[src/rtl/mux_demux_sched_pkg.sv]
// Shared types and helpers for the shared-lane mux/demux scheduler.
// STATS_W sizes the optional per-channel transfer counters.
package mux_demux_sched_pkg;

   typedef enum logic {LANE_EMPTY, LANE_FULL} lane_state_t;

   localparam int unsigned STATS_W = 16;

   function automatic int unsigned next_idx(input int unsigned idx, input int unsigned n);
      return (idx + 1 >= n) ? 0 : idx + 1;
   endfunction

endpackage

[src/rtl/rr_arbiter.sv]
// Combinational round-robin arbiter: first requester at or after ptr, wrapping.
// Emits a one-hot grant and its index; both zero when nothing requests.
module rr_arbiter #(
   parameter int unsigned NUM_CH = 2,
   localparam int unsigned SEL_W = $clog2(NUM_CH)
) (
   input  logic [NUM_CH-1:0] req,
   input  logic [SEL_W-1:0]  ptr,
   output logic [NUM_CH-1:0] gnt,
   output logic [SEL_W-1:0]  gnt_idx
);

   logic found;

   // Two passes: channels at/after ptr first, then the wrapped-around remainder.
   always_comb begin
      gnt     = '0;
      gnt_idx = '0;
      found   = 1'b0;
      for (int unsigned i = 0; i < NUM_CH; i++) begin
         if (!found && req[i] && (i >= 32'(ptr))) begin
            found   = 1'b1;
            gnt[i]  = 1'b1;
            gnt_idx = SEL_W'(i);
         end
      end
      for (int unsigned i = 0; i < NUM_CH; i++) begin
         if (!found && req[i]) begin
            found   = 1'b1;
            gnt[i]  = 1'b1;
            gnt_idx = SEL_W'(i);
         end
      end
   end

endmodule

[src/rtl/mux_demux_scheduler.sv]
// Round-robin scheduler sharing one registered lane among NUM_CH producer/consumer pairs.
// Define MUX_DEMUX_SCHEDULER_STATS_EN to add per-channel transfer counters (xfer_count).
module mux_demux_scheduler
   import mux_demux_sched_pkg::*;
#(
   parameter int unsigned WIDTH  = 25,
   parameter int unsigned NUM_CH = 2,
   localparam int unsigned SEL_W = $clog2(NUM_CH)
) (
   input  logic                      clk,
   input  logic                      rst,
   input  logic [NUM_CH*WIDTH-1:0]   in_data,
   input  logic [NUM_CH-1:0]         in_valid,
   output logic [NUM_CH-1:0]         in_ready,
   output logic [NUM_CH*WIDTH-1:0]   out_data,
   output logic [NUM_CH-1:0]         out_valid,
   input  logic [NUM_CH-1:0]         out_ready,
   output logic [SEL_W-1:0]          sel,
`ifdef MUX_DEMUX_SCHEDULER_STATS_EN
   output logic [NUM_CH*STATS_W-1:0] xfer_count,
`endif
   output logic                      busy
);

   lane_state_t       state;
   logic [WIDTH-1:0]  lane_data;
   logic [WIDTH-1:0]  gnt_word;
   logic [SEL_W-1:0]  ptr;
   logic [NUM_CH-1:0] gnt;
   logic [SEL_W-1:0]  gnt_idx;
   logic              sel_ready;
   logic              can_accept;
   logic              accept;

   rr_arbiter #(.NUM_CH(NUM_CH)) u_arb (
      .req     (in_valid),
      .ptr     (ptr),
      .gnt     (gnt),
      .gnt_idx (gnt_idx)
   );

   assign sel_ready  = out_ready[sel];
   assign can_accept = (state == LANE_EMPTY) || sel_ready;
   assign in_ready   = (rst || !can_accept) ? '0 : gnt;
   assign accept     = |(in_valid & in_ready);

   always_comb begin
      gnt_word = '0;
      for (int unsigned i = 0; i < NUM_CH; i++) begin
         if (gnt[i]) gnt_word = in_data[i*WIDTH +: WIDTH];
      end
   end

   always_ff @(posedge clk) begin
      if (rst) begin
         state     <= LANE_EMPTY;
         lane_data <= '0;
         sel       <= '0;
         ptr       <= '0;
      end else if (accept) begin
         state     <= LANE_FULL;
         lane_data <= gnt_word;
         sel       <= gnt_idx;
         ptr       <= SEL_W'(next_idx(32'(gnt_idx), NUM_CH));
      end else if (sel_ready) begin
         state     <= LANE_EMPTY;
      end
   end

   always_comb begin
      out_valid = '0;
      if (state == LANE_FULL) out_valid[sel] = 1'b1;
   end

   assign out_data = {NUM_CH{lane_data}};
   assign busy     = (state == LANE_FULL);

`ifdef MUX_DEMUX_SCHEDULER_STATS_EN
   always_ff @(posedge clk) begin
      if (rst) begin
         xfer_count <= '0;
      end else begin
         for (int unsigned i = 0; i < NUM_CH; i++) begin
            if (out_valid[i] && out_ready[i])
               xfer_count[i*STATS_W +: STATS_W] <= xfer_count[i*STATS_W +: STATS_W] + 1'b1;
         end
      end
   end
`endif

endmodule

[config.mk]
export PLATFORM = sky130hd
export DESIGN_NAME = mux_demux_scheduler
export DESIGN_NICKNAME = d
export VERILOG_FILES = /design/src/rtl/mux_demux_sched_pkg.sv /design/src/rtl/rr_arbiter.sv /design/src/rtl/mux_demux_scheduler.sv
export SDC_FILE = /design/constraint.sdc
export NUM_CORES = 1
export LEC_CHECK = 0
export CORE_UTILIZATION = 37
export CTS_CLUSTER_DIAMETER = 200
export DETAILED_ROUTE_END_ITERATION = 8
export GPL_ROUTABILITY_DRIVEN = 0
export PLACE_DENSITY_LB_ADDON = 0.12
export SETUP_SLACK_MARGIN = 0.2
export SYNTH_ARGS = -nofsm -noshare
export SYNTH_HDL_FRONTEND = slang
export SYNTH_SLANG_ARGS = --single-unit
[constraint.sdc]
create_clock -name clk -period 4.3 [get_ports clk]
set_clock_uncertainty 0.1 [all_clocks]
set_input_delay 0.645 -clock clk [delete_from_list [all_inputs] [get_ports clk]]
set_output_delay 0.645 -clock clk [all_outputs]
set_load 0.02 [all_outputs]
Fig. 1: clock network drawn from the DEF
Drawn at 6 px/µm.
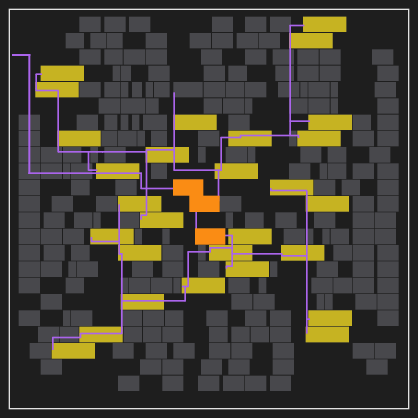
- orange: clock drivers (count 3)
- purple: clock wires (length 301 µm)
- yellow: flip-flops (count 28)
- routed clock nets: 4
part of the power in the clock network: 20.8%
power of the clock network: 0.157 mW

Fig. 2: local utilization
Drawn at 6 px/µm. 7 x 7 tiles, from white (low) to dark blue (high), 0 to 100% covered.
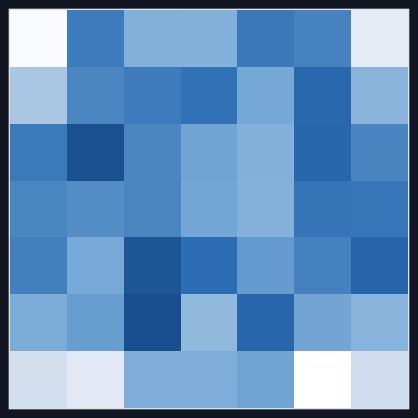
- tiles over 75% full: 16%
- fullest tile: 88%
- mean over tiles: 56%
- nearly empty tiles: 2.0%
initial cell density of the core: 38.53%
final core area utilization: 63.17%
core area: 3971 µm²

[synth_stat cells, drive strengths merged]
cell	instances	share of area (%)
buf	31	17
nand2	29	7.1
dfxtp	28	37
mux2i	26	17
a32oi	25	14
clkbuf	7	1.7
a21boi	2	1.2
and2	2	0.98
a211o	1	0.57
a21oi	1	0.33
and2b	1	0.57
and3	1	0.41
inv	1	0.25
nand2b	1	0.41
nor2	1	0.25
nor3	1	0.33
o221a	1	0.74
o32ai	1	0.57
[logic make-up (layout without fill, tap and decap cells)]
logic type      Yosys count  after routing  synth area share, %
simple gates             36             36                10.06
buf+inv                  39            120                18.56
mux                      26             26                17.01
flops                    28             28                36.63
compound gates           31             31                17.74
==> run notes <==
Notes on the flow run.

- The count of clock tree sinks is 28, for reference.
- The setup path with the least slack is of type in -> out.
- The highest metal layer used by the detailed router is met4, for reference.
- Across the placement rows, the number of tap cells is 50.
- For this design the total switching power over the nets is 0.2307 mW.
- The iteration tally of the first detailed-router pass is 4, for reference.
- CTS built an H-tree with a depth of 1.
- Measured on the final layout, buffering overhead outside the clock network stands at 45.49%.
- Counting tap cells, the placed design contains a total of 287 instances.
- The average wire per cell in the routed design is 14.57 µm, for reference.
- The met2 layer wire length in the routed design is 2249 µm, for reference.
- The kind of path behind the tightest hold check is reg -> reg, for reference.
- In this run, post-CTS hold repair placed 0 buffers.
- The hold-critical path endpoint is lane_data[12], for reference.
- The final wirelength is 4239 µm, for reference.
- The highest-count logic cell in the final layout is sky130_fd_sc_hd__clkdlybuf4s50_1, for reference.
- Combinational logic burns 38.7% of the power.
- After synthesis the cells add up to 1530 µm².
- Before CTS, the worst setup slack after placement is 1.154 ns.
- The via count of the first global-routing pass was 1452.
- STA reports a reg2reg setup slack of 2.54 ns.
- Looking at the clock tree report, the maximum root-to-sink buffer count equals 2.
- Per the timing report, the biggest fanout along the worst path comes to 15.
- After layout, the design draws a total of 0.7542 mW.
- On the reported timing paths, the clock transition at the registers reads 0.09 ns.
- In this run, post-CTS repair resized a total of 0 instances.
- The non-clock buffer instance count of the final layout is 115, for reference.
- The sequential fraction of total cell area is 22.34%, for reference.
- The data arrival time at the worst-slack endpoint is 2.41 ns, for reference.
- The detailed-route DRC error count is 0, for reference.
- In the layout the commonest cells are sky130_fd_sc_hd__clkdlybuf4s50_1 (111), sky130_fd_sc_hd__nand2_1 (29), sky130_fd_sc_hd__dfxtp_1 (28), sky130_fd_sc_hd__mux2i_1 (26), sky130_fd_sc_hd__a32oi_1 (25).
- Per the Yosys statistics, synthesis produced 160 cells.
- The internal power of the cells totals 0.5236 mW.
- According to the cell report, the number of logic gates is 93.
- Entering global routing, the biggest net connects 29 pins.
- The instance area at placement is 2454 µm², for reference.
- The final hold violation count recorded for this run is 0.
- The number of nets in the final layout is 298, for reference.
- The number of buffer and inverter stages on the critical path is 2, for reference.
- The logic gate fraction of the total cell area is 27.33%, for reference.
- The initial antenna violation count was 0.
- Global route summary, busiest routing layer listed as met2.
- The filler cell count in the final layout is 330, for reference.
- At floorplan, the net count of the design was reported as 216.
- Looking at the group totals, the largest power group turns out to be sequential cells.
- The fraction of met3 tracks used by global routing is 2.414%, for reference.
- The clock buffer count in the final layout is 4, for reference.
- The ratio of cells with drive above 1 in the final layout is 5.809%, for reference.
- The final critical-path share of the clock period is 73.42%, for reference.
- In this run the mean area of a mapped cell was 9.564 µm².
- The final critical delay including setup and external delays is 3.157 ns, for reference.
- The flow reported a cell area power density of 300.6 nW/µm².
- The critical path endpoint has a required time of 3.56 ns.
- The last element of the critical path is in_ready[1], for reference.
- In the per-layer summary, the met1 wirelength comes to 1672 µm.
- The most used cell along the critical path is sky130_fd_sc_hd__clkdlybuf4s50_1, for reference.
- The total CTS buffers is 3, for reference.
- The area growth from synthesis to layout is 63.94%.
- For the combinational group, total power comes out at 0.292 mW.
- Per the OpenROAD floorplan log, the width of the die is 66.31 µm.
- The clock tree from TritonCTS is built, for reference.
- Per the breakdown, switching nets consume 30.58% of all power.
- Dividing the detail-routed via count by the number of cells gives 5.192.
- Summing the sequential cell areas from Yosys gives 36.63% of the chip area.
- Global routing consumed, on the met2 layer, 37.37% of the routing resources.
- The worst-margin pin slew is 0.5540 ns, for reference.
- 0 antenna diodes ended up in the layout.
- The achievable frequency is 0.3167 GHz, for reference.
- The timing startpoint of the critical path is in_valid[1], for reference.
- Looking at the area split, the leading class of cells is buffers.
- The flip-flop count of the largest register, all copies and words added is 25, for reference.
- The storage element area is 560.5 µm², for reference.
- The combinational cell area excluding buffers and inverters is 685.7 µm², for reference.
- In this run the clock root is driven by a sky130_fd_sc_hd__clkbuf_8.
- For the final routed database, the setup TNS stands at 0 ns.
- The highest cell delay on the worst timing path is 0.82 ns, for reference.
- The clock buffer and inverter area fraction after layout is 2.195%, for reference.
- The cell count along the critical path is 4, for reference.
- The number of vias in the routed layout is 1511, for reference.
- The element type at the critical path start is a primary input, for reference.
- The number of cells on the worst reg-to-reg path is 4.
- The register name with the most flops is lane_data, for reference.
- Counting instances, the worst hold path has a depth of 2.
- The worst hold slack across all endpoints is 0.3849 ns, for reference.
- The wire-length estimate of the detail-placed layout is 3178 µm.
- For met1 alone, demand over resource in global routing was 21.68%.
- The flow ran to the end, and the final reports show no timing, DRC or antenna violations.
- The endpoint identified for the worst register-to-register timing path is lane_data[6].
- The final tally of setup violations is 0, for reference.
- The leftover overflow at the end of global routing is 0, for reference.
- The endpoint kind of the worst setup timing path is an output pin, for reference.
- The cell type group with the largest total delay on the critical path is buffers and inverters, for reference.
- The relative slew slack is 62.95%, for reference.
- In this run the maximum-capacitance check reported violations numbering 0.
- The synthesis report lists the Yosys warning total as 0.
- Across all stage logs, warnings added up to 26.
- The boundary pin count is 112, for reference.
- In this run the critical register-to-register path is launched from sel.
- Setup slack closes at 1.143 ns.
- The worst supply voltage drop on vdd is 0.1489 mV, for reference.
- Summing all non-filler instances in the final layout gives an area of 2509 µm².
- The slowest stage of the critical path belongs to the cell sky130_fd_sc_hd__clkdlybuf4s50_1.
- The final tally of max-slew violations is 0, for reference.
- The count of buffers inserted at the top-level ports is 111, for reference.
- The critical path goes through clkdlybuf4s50_1, nand2_1, nor3_1, clkdlybuf4s50_1.
- The clock reaches the later pin of the worst-skew pair after 0.26 ns.
- The leakage power figure is 0.9951 nW, for reference.
- The count of cell types in the netlist is 22, for reference.
- The first global-routing pass estimated 6520 µm of wire.
- Once the clock tree was built, the setup fixing pass inserted 0 buffers.
- The area figure in the yosys stat output is 1530 µm², for reference.
- The power dissipated in sequential cells is 0.306 mW, for reference.
- The routed design uses 289 µm of met3 wire.
- There are 28 flip-flops and latches.
Power figures rest on the tool's default switching activity, not on a simulated workload.
